**src/rtl/decode_issue_pkg.sv**
```systemverilog
// Shared processor constants and small helpers for the decode/issue stage.
package decode_issue_pkg;

    localparam int REG_W  = 3;
    localparam int DATA_W = 16;
    localparam int CNT_W  = 16;

    localparam logic [CNT_W-1:0] CNT_MAX = {CNT_W{1'b1}};

    // One pending register write travelling down the pipe
    typedef struct packed {
        logic             v;
        logic             we;
        logic [REG_W-1:0] rd;
    } wr_slot_t;

    // Increment that sticks at all-ones instead of wrapping
    function automatic logic [CNT_W-1:0] sat_inc(input logic [CNT_W-1:0] val);
        if (val == CNT_MAX) begin
            return val;
        end else begin
            return val + {{(CNT_W-1){1'b0}}, 1'b1};
        end
    endfunction

endpackage

```
**src/rtl/decode_issue_reg_match.sv**
```systemverilog
// Compares one source register select against the writes still pending in EX and MEM.
import decode_issue_pkg::*;

module reg_match (
    input  logic             ex_valid,
    input  logic             ex_we,
    input  logic [REG_W-1:0] ex_rd,
    input  logic             mem_v,
    input  logic             mem_we,
    input  logic [REG_W-1:0] mem_rd,
    input  logic [REG_W-1:0] r,
    output logic             hit
);

    // r0 is an ordinary register here, so no zero-register exemption
    always_comb begin
        hit = (ex_valid & ex_we & (ex_rd == r)) |
              (mem_v & mem_we & (mem_rd == r));
    end

endmodule

```
**src/rtl/decode_issue.sv**
```systemverilog
// Decode/issue stage: RAW interlock against EX/MEM writes, EX latch, stall counter.
import decode_issue_pkg::*;

module decode_issue (
    input  logic              clk,
    input  logic              rst,
    input  logic              id_valid,
    input  logic [REG_W-1:0]  id_rs,
    input  logic [REG_W-1:0]  id_rt,
    input  logic              id_use_rs,
    input  logic              id_use_rt,
    input  logic [REG_W-1:0]  id_rd,
    input  logic              id_we,
    input  logic [DATA_W-1:0] rf_read1data,
    input  logic [DATA_W-1:0] rf_read2data,
    input  logic              ex_stall,
    input  logic              flush,
    output logic [REG_W-1:0]  rf_read1regsel,
    output logic [REG_W-1:0]  rf_read2regsel,
    output logic              id_stall,
    output logic              ex_valid,
    output logic              ex_we,
    output logic [REG_W-1:0]  ex_rd,
    output logic [DATA_W-1:0] ex_op1,
    output logic [DATA_W-1:0] ex_op2,
    output logic [CNT_W-1:0]  perf_stalls
);

    logic              ex_valid_r;
    logic              ex_we_r;
    logic [REG_W-1:0]  ex_rd_r;
    logic [DATA_W-1:0] ex_op1_r;
    logic [DATA_W-1:0] ex_op2_r;
    wr_slot_t          mem_slot_r;
    logic [CNT_W-1:0]  perf_stalls_r;

    logic              hit_rs_s;
    logic              hit_rt_s;
    logic              hazard_s;
    logic              issue_s;
    logic              count_s;

    reg_match u_match_rs (
        .ex_valid (ex_valid_r),
        .ex_we    (ex_we_r),
        .ex_rd    (ex_rd_r),
        .mem_v    (mem_slot_r.v),
        .mem_we   (mem_slot_r.we),
        .mem_rd   (mem_slot_r.rd),
        .r        (id_rs),
        .hit      (hit_rs_s)
    );

    reg_match u_match_rt (
        .ex_valid (ex_valid_r),
        .ex_we    (ex_we_r),
        .ex_rd    (ex_rd_r),
        .mem_v    (mem_slot_r.v),
        .mem_we   (mem_slot_r.we),
        .mem_rd   (mem_slot_r.rd),
        .r        (id_rt),
        .hit      (hit_rt_s)
    );

    // Hazard detection and the issue / stall-count decisions; flush overrides both
    always_comb begin
        hazard_s = 1'b0;
        issue_s  = 1'b0;
        count_s  = 1'b0;
        hazard_s = id_valid & ((id_use_rs & hit_rs_s) | (id_use_rt & hit_rt_s));
        if (flush) begin
            issue_s = 1'b0;
            count_s = 1'b0;
        end else begin
            issue_s = id_valid & ~hazard_s;
            count_s = hazard_s;
        end
    end

    // Pipeline registers and counter; everything freezes while EX/MEM holds
    always_ff @(posedge clk) begin
        if (rst) begin
            ex_valid_r    <= 1'b0;
            ex_we_r       <= 1'b0;
            ex_rd_r       <= {REG_W{1'b0}};
            ex_op1_r      <= {DATA_W{1'b0}};
            ex_op2_r      <= {DATA_W{1'b0}};
            mem_slot_r    <= '{v: 1'b0, we: 1'b0, rd: {REG_W{1'b0}}};
            perf_stalls_r <= {CNT_W{1'b0}};
        end else if (!ex_stall) begin
            mem_slot_r <= '{v: ex_valid_r, we: ex_we_r, rd: ex_rd_r};
            if (issue_s) begin
                ex_valid_r <= 1'b1;
                ex_we_r    <= id_we;
                ex_rd_r    <= id_rd;
                ex_op1_r   <= rf_read1data;
                ex_op2_r   <= rf_read2data;
            end else begin
                // Bubble: only the valid/write-enable bits clear, payload holds
                ex_valid_r <= 1'b0;
                ex_we_r    <= 1'b0;
            end
            if (count_s) begin
                perf_stalls_r <= sat_inc(perf_stalls_r);
            end else begin
                perf_stalls_r <= perf_stalls_r;
            end
        end else begin
            ex_valid_r    <= ex_valid_r;
            mem_slot_r    <= mem_slot_r;
            perf_stalls_r <= perf_stalls_r;
        end
    end

    // Output wiring: read selects pass through, EX view comes straight from registers
    always_comb begin
        rf_read1regsel = id_rs;
        rf_read2regsel = id_rt;
        id_stall       = hazard_s | ex_stall;
        ex_valid       = ex_valid_r;
        ex_we          = ex_we_r;
        ex_rd          = ex_rd_r;
        ex_op1         = ex_op1_r;
        ex_op2         = ex_op2_r;
        perf_stalls    = perf_stalls_r;
    end

endmodule

```
**config.mk**
```make
export PLATFORM = sky130hd
export DESIGN_NAME = decode_issue
export DESIGN_NICKNAME = d
export VERILOG_FILES = /design/src/rtl/decode_issue_pkg.sv /design/src/rtl/decode_issue_reg_match.sv /design/src/rtl/decode_issue.sv
export SDC_FILE = /design/constraint.sdc
export NUM_CORES = 1
export LEC_CHECK = 0
export CAP_MARGIN = 30
export CORE_AREA = 2 2 106 77
export CTS_CLUSTER_DIAMETER = 120
export DETAILED_ROUTE_END_ITERATION = 16
export DIE_AREA = 0 0 108 79
export PLACE_DENSITY = 0.66
export SLEW_MARGIN = 20
export SYNTH_ARGS = -nofsm -noshare
export SYNTH_HDL_FRONTEND = slang
export SYNTH_HIERARCHICAL = 1
export SYNTH_SLANG_ARGS = --single-unit
```
**constraint.sdc**
```tcl
create_clock -name clk -period 5.63 [get_ports clk]
set_clock_uncertainty 0.15 [all_clocks]
set_input_delay 1.126 -clock clk [delete_from_list [all_inputs] [get_ports clk]]
set_output_delay 1.126 -clock clk [all_outputs]
set_load 0.005 [all_outputs]
```
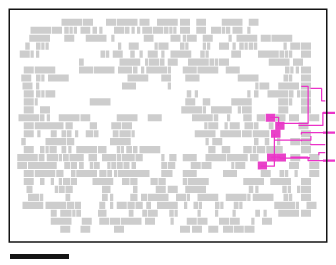
Figure 1: wires at chosen ports, followed through buffers.
Bar = 20 um.
id_rs -> magenta  # bits 3, direction input, edge east, end cells 6, buffers 6, wire 126 um
Port Buf Inserts: 108
# IOs: 109

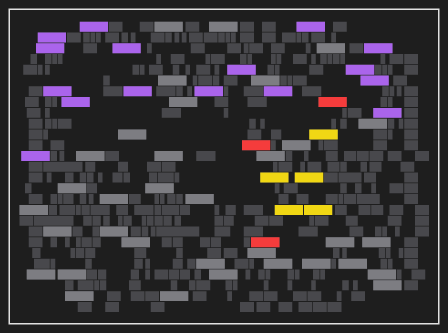
Figure 2: where the registers sit.
ex_op1 -> purple  # placed flops 16
ex_rd -> red  # placed flops 3
mem_slot_r -> yellow  # placed flops 5
not coloured = 34
register area: 1161 um2
Seq area share: 29.98%

==> results.py <==
# Physical implementation metrics
metrics = {
    "power": {
        "p_clk_mw": 0.389,
        "powerSeq_mw": 0.426,
        "clkPwrFrac_pct": 42.5,
        "switchingPower_mw": 0.1945,
        "p_per_area_nw_per_um2": 236.2,
        "total_power_mw": 0.9145,
        "power.share.switching_pct": 21.26,
        "combinationalPower_mw": 0.0998,
        "power.share.sequential_pct": 46.5,
        "power_frac_comb_pct": 10.9,
        "vdd_ir_drop_max_uv": 131.3,
        "power.internal_mw": 0.7201,
        "power_leader": "sequential cells",
    },
    "critical_path": {
        "critPathMaxFanout": 5,
        "cpMostUsedCell": "clkdlybuf4s50_1",
        "critPathLaunch": "id_rt[0]",
        "worst_setup_path_end_kind": "output pin",
        "reg2reg_to": "perf_stalls[15]",
        "path_delay_family": "buffers and inverters",
        "critPathLaunchType": "input pin",
        "cp_slowest_stage_delay_ns": 0.55,
        "worst_ep_required_time_ns": 4.35,
        "cp_slowest_cell": "clkdlybuf4s50_1",
        "rrSetupSlack_ns": 2.97,
        "reg2regPathDepth": 7,
        "crit_path_end": "id_stall",
        "worstSetupPathType": "input pin to output pin",
        "worstPathCellList": "clkdlybuf4s50_1 -> xnor2_1 -> nand3_1 -> o32ai_2 -> a22o_1 -> a21o_1 -> clkdlybuf4s50_1",
        "r2r_start": "mem_slot_r[0]",
        "crit_arrival_ns": 3.16,
        "path_depth": 7,
    },
    "run": {
        "drv_cap": 0,
        "warnings": 26,
    },
    "yosys": {
        "ys_sh_xor_pct": 4.204,
        "syn_nets": 353,
        "syn_area_um2": 2500,
        "synthAoiAreaFrac_pct": 15.62,
        "async_flop_share_pct": 0,
        "synth.most_common_cell": "nand2_1",
        "postSynthSeqShare_pct": 46.45,
        "simple_gate_area_share_pct": 24.17,
        "synth.avg_cell_area_um2": 8.250,
        "largest_area_cell": "dfxtp_1",
        "syn_inst": 303,
        "top_cell_area_share_pct": 46.45,
        "adder_share_pct": 0.5005,
        "yosysChipArea_um2": 2500,
        "ys_warn_count": 6,
        "synth.distinct_cells": 37,
        "top_cells_by_count": "nand2_1 (81), dfxtp_1 (58), a21oi_1 (45)",
        "numSynthFlops": 58,
        "ys.flop_type": "dfxtp_1",
        "topCellsByArea": "dfxtp_1 (46%), nand2_1 (12%), a21oi_1 (9.0%), xnor2_1 (2.8%), mux2i_1 (2.4%)",
        "synth-edff-count": 0,
    },
    "finish": {
        "signal_buffers": 112,
        "lay_top_count": "clkdlybuf4s50_1",
        "final_area_um2": 3872,
        "clk_share_pct": 5.267,
        "syn_to_final_growth_pct": 54.90,
        "nNetsFinal": 456,
        "multiInputGateArea_um2": 1220,
        "antenna_cells": 0,
        "final_cells": 511,
        "fill_cells": 725,
        "layout_top_cells": "clkdlybuf4s50_1 (107), nand2_1 (81), dfxtp_1 (58)",
        "flop-count": 58,
        "buf_share_pct": 29.60,
        "comb_share_pct": 31.50,
        "inv_count": 4,
        "drive_above_1_share_pct": 7.073,
        "n_clock_buffer": 13,
        "nMultiInputCombCells": 221,
        "dominant_cells": "combinational gates",
        "final_util_pct": 50.95,
    },
    "place": {
        "gp_congestion": 0.7447,
        "dp_slack_ns": 1.179,
        "place_inst": 496,
        "hpwl_mm": 5.007,
        "place_area_um2": 3669,
    },
    "drt": {
        "initialDrtViolationCount": 92,
        "wl_met2_mm": 3.063,
        "vias_per_cell": 4.855,
        "first_pass_iters": 4,
        "dr_wl_met3_um": 457,
        "wl_per_cell_um": 13.48,
        "top_layer": "met4",
        "drc_errors": 0,
        "ant_nets": 0,
        "wl_met1_mm": 3.325,
    },
    "cts": {
        "clock_latency_ns": 0.33,
        "numCtsBuffers": 9,
        "cts.sinks": 58,
        "cts.htree.levels": 3,
        "cts-root-buf": "clkbuf_8",
        "cts_hold_buf": 0,
        "cts_buffer_depth": 2,
        "ctsResizeCount": 0,
        "cts_tree": "built",
        "post_cts_buffers": 0,
        "cts.reportedPaths.clkPinSlew_ns": 0.06,
    },
    "timing": {
        "period_needed_ns": 4.437,
        "tightest_slew_ns": 0.7936,
        "tns_ns": 0,
        "fin_crit_sh_pct": 78.81,
        "setup_violations": 0,
        "relSlewSlack_pct": 46.60,
        "finalHoldViolCount": 0,
        "whs_ns": 0.3007,
        "layout_setup_ws_ns": 1.193,
        "report.final.slew_viol_count": 0,
        "max_freq_mhz": 225.4,
    },
    "floorplan": {
        "n_tap_cell": 101,
        "die_area_um2": 8532,
        "die_w_um": 108,
        "rows": 27,
        "die_y_um": 79,
        "coreArea_um2": 7601,
        "fp_util_pct": 32.89,
    },
    "worst_hold_path": {
        "holdCritPathClass": "flop to flop",
        "worstHoldStart": "ex_op1[5]",
        "hold_depth": 2,
        "hold_end": "ex_op1[5]",
    },
    "grt": {
        "busiest_layer": "met2",
        "grt_pass1_vias": 2329,
        "grt_use_total_pct": 16.37,
        "antenna_found_initial": 0,
        "met1_usage_pct": 21.56,
        "grt-ovfl-total": 0,
        "grt_max_degree": 37,
        "grtUsageMet3_pct": 5.911,
    },
    "outcome": {
        "status": "complete, no violations",
    },
}
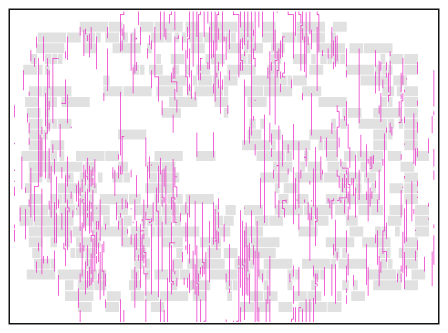
Figure 3: signal wires on met2.
Cells faint in the background.
main direction = vertical
nets with wire on the layer = 377
longest straight run = 32.3 um
M2 GR Usage: 25.16%
via count: 2,481
final WL: 6.888 mm

Power and IR drop assume default switching activity.
